Floorplan with the power grid:
Drawn at 2 px/um. Pins as bars on the die edge.
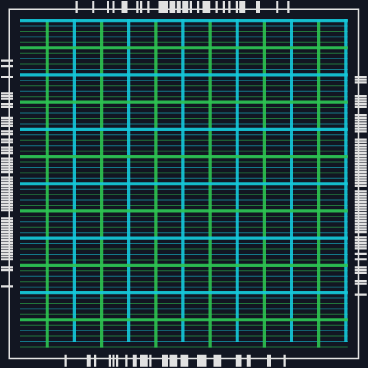
Cell classes on the final placement:
Drawn at 1.5 px/um. Fill, decap, tap and diode cells in grey.
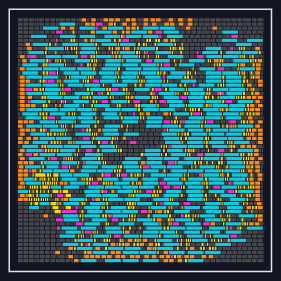
Clock distribution:
Drawn at 3 px/um.
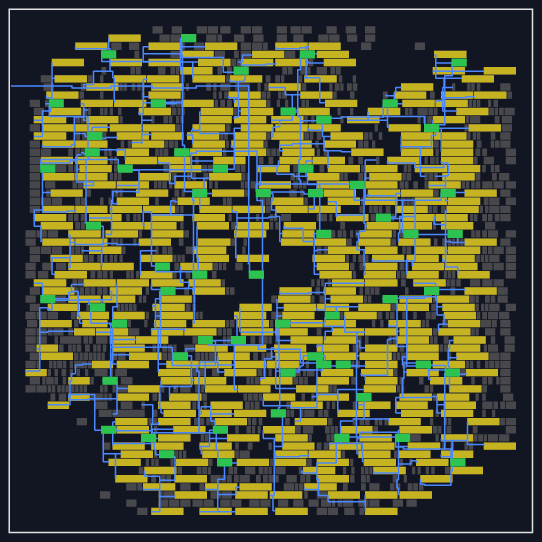
Signal wires by layer:
Drawn at 2 px/um. Only two layers are drawn.
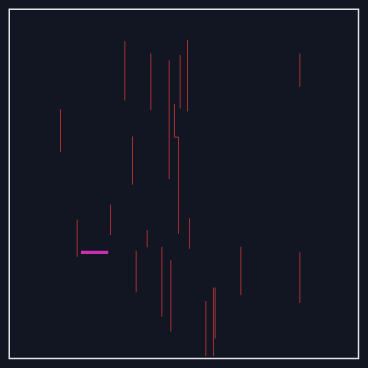
Placed standard cells:
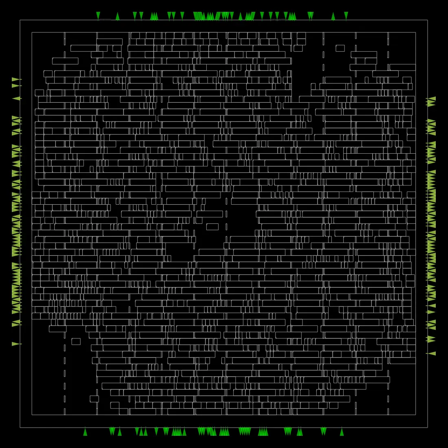
==> config.mk <==
export PLATFORM = sky130hd
export DESIGN_NAME = fetch_queue
export DESIGN_NICKNAME = d
export VERILOG_FILES = /design/src/rtl/fetch_queue.sv
export SDC_FILE = /design/constraint.sdc
export NUM_CORES = 1
export LEC_CHECK = 0
export ABC_AREA = 1
export CORE_MARGIN = 5
export CORE_UTILIZATION = 57
export CTS_BUF_LIST = sky130_fd_sc_hd__clkbuf_8
export DETAILED_ROUTE_END_ITERATION = 10
export PLACE_DENSITY = 0.82
export SYNTH_ARGS = -nofsm -noshare
export SYNTH_HDL_FRONTEND = slang
export SYNTH_SLANG_ARGS = --single-unit
==> constraint.sdc <==
create_clock -name clk -period 9.4 [get_ports clk]
set_input_delay 2.82 -clock clk [delete_from_list [all_inputs] [get_ports clk]]
set_output_delay 2.82 -clock clk [all_outputs]
set_load 0.01 [all_outputs]
==> run_results.csv <==
group,metric,value,unit
yosys,synth-edff-count,384,
final_timing,whs,503,ps
yosys,floorplan_net_count,1312,
power,power_density,186,nW/um2
critical_path,timing.critical_path.arrival,4080,ps
placement,place_worst_setup_slack,3100,ps
global_route,grt_pass1_wl,53.3,mm
global_route,grt_antenna_before_repair,2,
run,maxCapViolations,0,
routing,viasPerCell,5.57,
final_timing,worst_slack,2500,ps
placement,detailed_place_hpwl,19.2,mm
layout,largest_reg_flops,256,
yosys,common_cells,"sky130_fd_sc_hd__nor2_1 (399), sky130_fd_sc_hd__edfxtp_1 (384), sky130_fd_sc_hd__o21ai_0 (178)",
critical_path,path_class,"reg -> out",
worst_hold_path,worstHoldPathCells,2,
clock_network,cts_tree,"done",
final_timing,finalCritPeriodShare,0.734,
yosys,synth_largest_type_area_fraction,0.753,
yosys,synthesis.yosys.warnings,0,
floorplan,fp_util,0.573,
floorplan,die_area,30200,um2
routing,drc,0,
placement,post-place-cells,1685,
placement,place_congestion,0.787,
final_timing,max_freq,0.145,GHz
final_timing,hold_vio_cnt_final,0,
final_timing,post-route-min-period,6900,ps
routing,first_pass_iters,5,
yosys,synth_cell_type_count,19,
yosys,cell_type_with_the_highest_aggregate_area_in_the_netlist,"sky130_fd_sc_hd__edfxtp_1",
yosys,synth-seq-area-share,0.765,
global_route,grt_pass1_vias,10039,
final_timing,final-max-slew-violation-count,0,
clock_network,cts.repair_timing.setup_buffer_count,0,
global_route,grt_max_degree,103,
yosys,synth_dominant_cell_count,"sky130_fd_sc_hd__nor2_1",
worst_hold_path,holdCritPathClass,"reg -> reg",
clock_network,cts.sinks,393,
yosys,synth_flops,393,
yosys,post_synth_inst_count,1205,
power,p_total,3.44,mW
final_timing,worst_clock_skew,15.8,ps
routing,drtIter0Drc,1146,
final_timing,setup_repair_after_global_routing_missed_its_margin,"false",
routing,antenna_violating_nets_post_route,0,
clock_network,clkSlewWorstSetupHoldPaths,60,ps
critical_path,r2r.worst_path.cells,5,
yosys,top_cells_by_area,"sky130_fd_sc_hd__edfxtp_1 (75%), sky130_fd_sc_hd__nor2_1 (9.8%), sky130_fd_sc_hd__o21ai_0 (5.8%)",
critical_path,worstSetupEndpointType,"output port",
final_timing,maxSlewHeadroom,0.294,
yosys,ys.flop_type,"sky130_fd_sc_hd__edfxtp_1",
final_timing,worstMarginPinSlew,1060,ps
yosys,synth.avg_cell_area,12.7,um2
yosys,post_synth_area_from_yosys_stat,15300,um2
clock_network,cts_inserted_buffers,59,
clock_network,cts_root_buf,"sky130_fd_sc_hd__clkbuf_8",
final_timing,totalNegativeSetupSlack,0,ps
layout,area_growth_syn_to_layout,20.9,%
run_status,outcome,"finished clean",
clock_network,cts-hold-fix-buffers,0,
power,static-leakage-power,6.26,nW
critical_path,crit_path_start_kind,"register",
yosys,synth_area,15300,um2
yosys,synth-async-reset-ratio,0,
final_timing,setup_viol_count_final,0,
critical_path,r2r_slack,6120,ps
critical_path,timing.critical_path.required,6580,ps
placement,io_buffer_count,201,
layout,layout-drive-gt1-share,0.0629,
clock_network,post_cts_resize_count,0,
clock_network,clock_tree.htree_level_count,2,
global_route,global_route.overflow_total,0,
run,warning_count,31,
layout,finalNetCount,1512,
clock_network,cts_max_path_buffers,3,
floorplan,number_of_top_level_pins,202,
critical_path,critPathMaxFanout,102,
About 'floorplan with the power grid':
net	colour
VDD	cyan
VSS	green
met5 straps	12
signal pins	202
VDD IR max: 0.134 mV
chip height: 174 um
horizontal extent of the die: 174 um
placeable core region: 26700 um2

About 'cell classes on the final placement':
class	colour	cells	share of their area
clock drivers and dummy loads	magenta	103	5.7%
flip-flops	cyan	393	65%
all other logic	yellow	739	18%
other buffers and delay cells	orange	212	12%
cell area after layout: 18500 um2
std cell rows: 60
Final Core Density: 0.693
flop share of the area: 0.633

About 'clock distribution':
[cells driving clock nets] green | count: 59
[clock wires] blue | length: 4230 um
[flip-flops] yellow | count: 393
flops lie	widely spread
power share of the clock group: 0.355
power consumed by the clock network: 1.22 mW
insertion delay to the later sink of the worst-skew pair: 580 ps

About 'signal wires by layer':
layer	colour	wire length
met4	red	589 um
met5	magenta	12.0 um
via count: 9960
sum of routed wire length over all layers: 34.1 mm
per-cell routed wire length: 19.0 um
All-Layer GR Usage: 0.220

About 'placed standard cells':
flip-flop and latch count: 393
non-filler instance count after layout: 1789
tally of filler cells in the layout: 1808

metal layers:
layer,up-vias,global-route usage,part of all wire
met5,-,0,0.00032
met4,2,0.0597,0.017
met3,50,0.0544,0.089
met2,463,0.360,0.48
met1,4779,0.299,0.41
li1,4666,-,-
where the power goes:
part | total, mW | leakage [nW] | internal, mW | switching (mW)
sequential | 1.95 | 3.54 | 1.95 | 0.00978
clock | 1.22 | 0.603 | 0.609 | 0.613
combinational | 0.263 | 2.11 | 0.119 | 0.143
total | 3.44 | 6.26 | 2.67 | 0.766
final cells by class:
cell class                 count  area [um2]
tap                          341         427
timing repair buffer         212        2090
inverter                      20        80.1
multi-input combinational    719        3170
clock inverter                44         210
sequential                   393       11700
clock buffer                  59         812
fill                        1808        8210
antenna                        1        2.50
cells by family (layout without fill, tap and decap cells):
group / count (synthesis) / count (layout) / share of synthesized area
AND/OR/NAND/NOR: 419 / 419 / 0.103
buffers and inverters: 93 / 335 / 0.0304
AND-OR/OR-AND: 294 / 294 / 0.0962
adder cells (fa/ha/maj): 6 / 6 / 0.00539
flip-flops: 393 / 393 / 0.765
other: 0 / 1 / 0
cells in the final DEF, fill, tap and decap left out, types with 4 or more instances in the layout:
master / instances
sky130_fd_sc_hd__o21ai_1: 16
sky130_fd_sc_hd__nand2_1: 15
sky130_fd_sc_hd__clkinv_1: 11
sky130_fd_sc_hd__clkdlybuf4s50_1: 201
sky130_fd_sc_hd__nand3_1: 4
sky130_fd_sc_hd__ha_1: 5
sky130_fd_sc_hd__clkbuf_8: 59
sky130_fd_sc_hd__nor2_1: 395
sky130_fd_sc_hd__a21oi_1: 99
sky130_fd_sc_hd__buf_4: 11
sky130_fd_sc_hd__edfxtp_1: 384
sky130_fd_sc_hd__o21ai_0: 178
sky130_fd_sc_hd__inv_1: 38
sky130_fd_sc_hd__nor2_4: 4
sky130_fd_sc_hd__clkinv_2: 11
sky130_fd_sc_hd__dfxtp_1: 7
worst max-delay path, stage by stage, from the launching register on:
cell and delay, ps:
sky130_fd_sc_hd__dfxtp_4 650, sky130_fd_sc_hd__inv_4 760, sky130_fd_sc_hd__buf_4 790, sky130_fd_sc_hd__o21ai_0 230, sky130_fd_sc_hd__a21oi_1 340, sky130_fd_sc_hd__clkdlybuf4s50_1 610
No activity file was given, so power comes from the tool's default toggle rates.
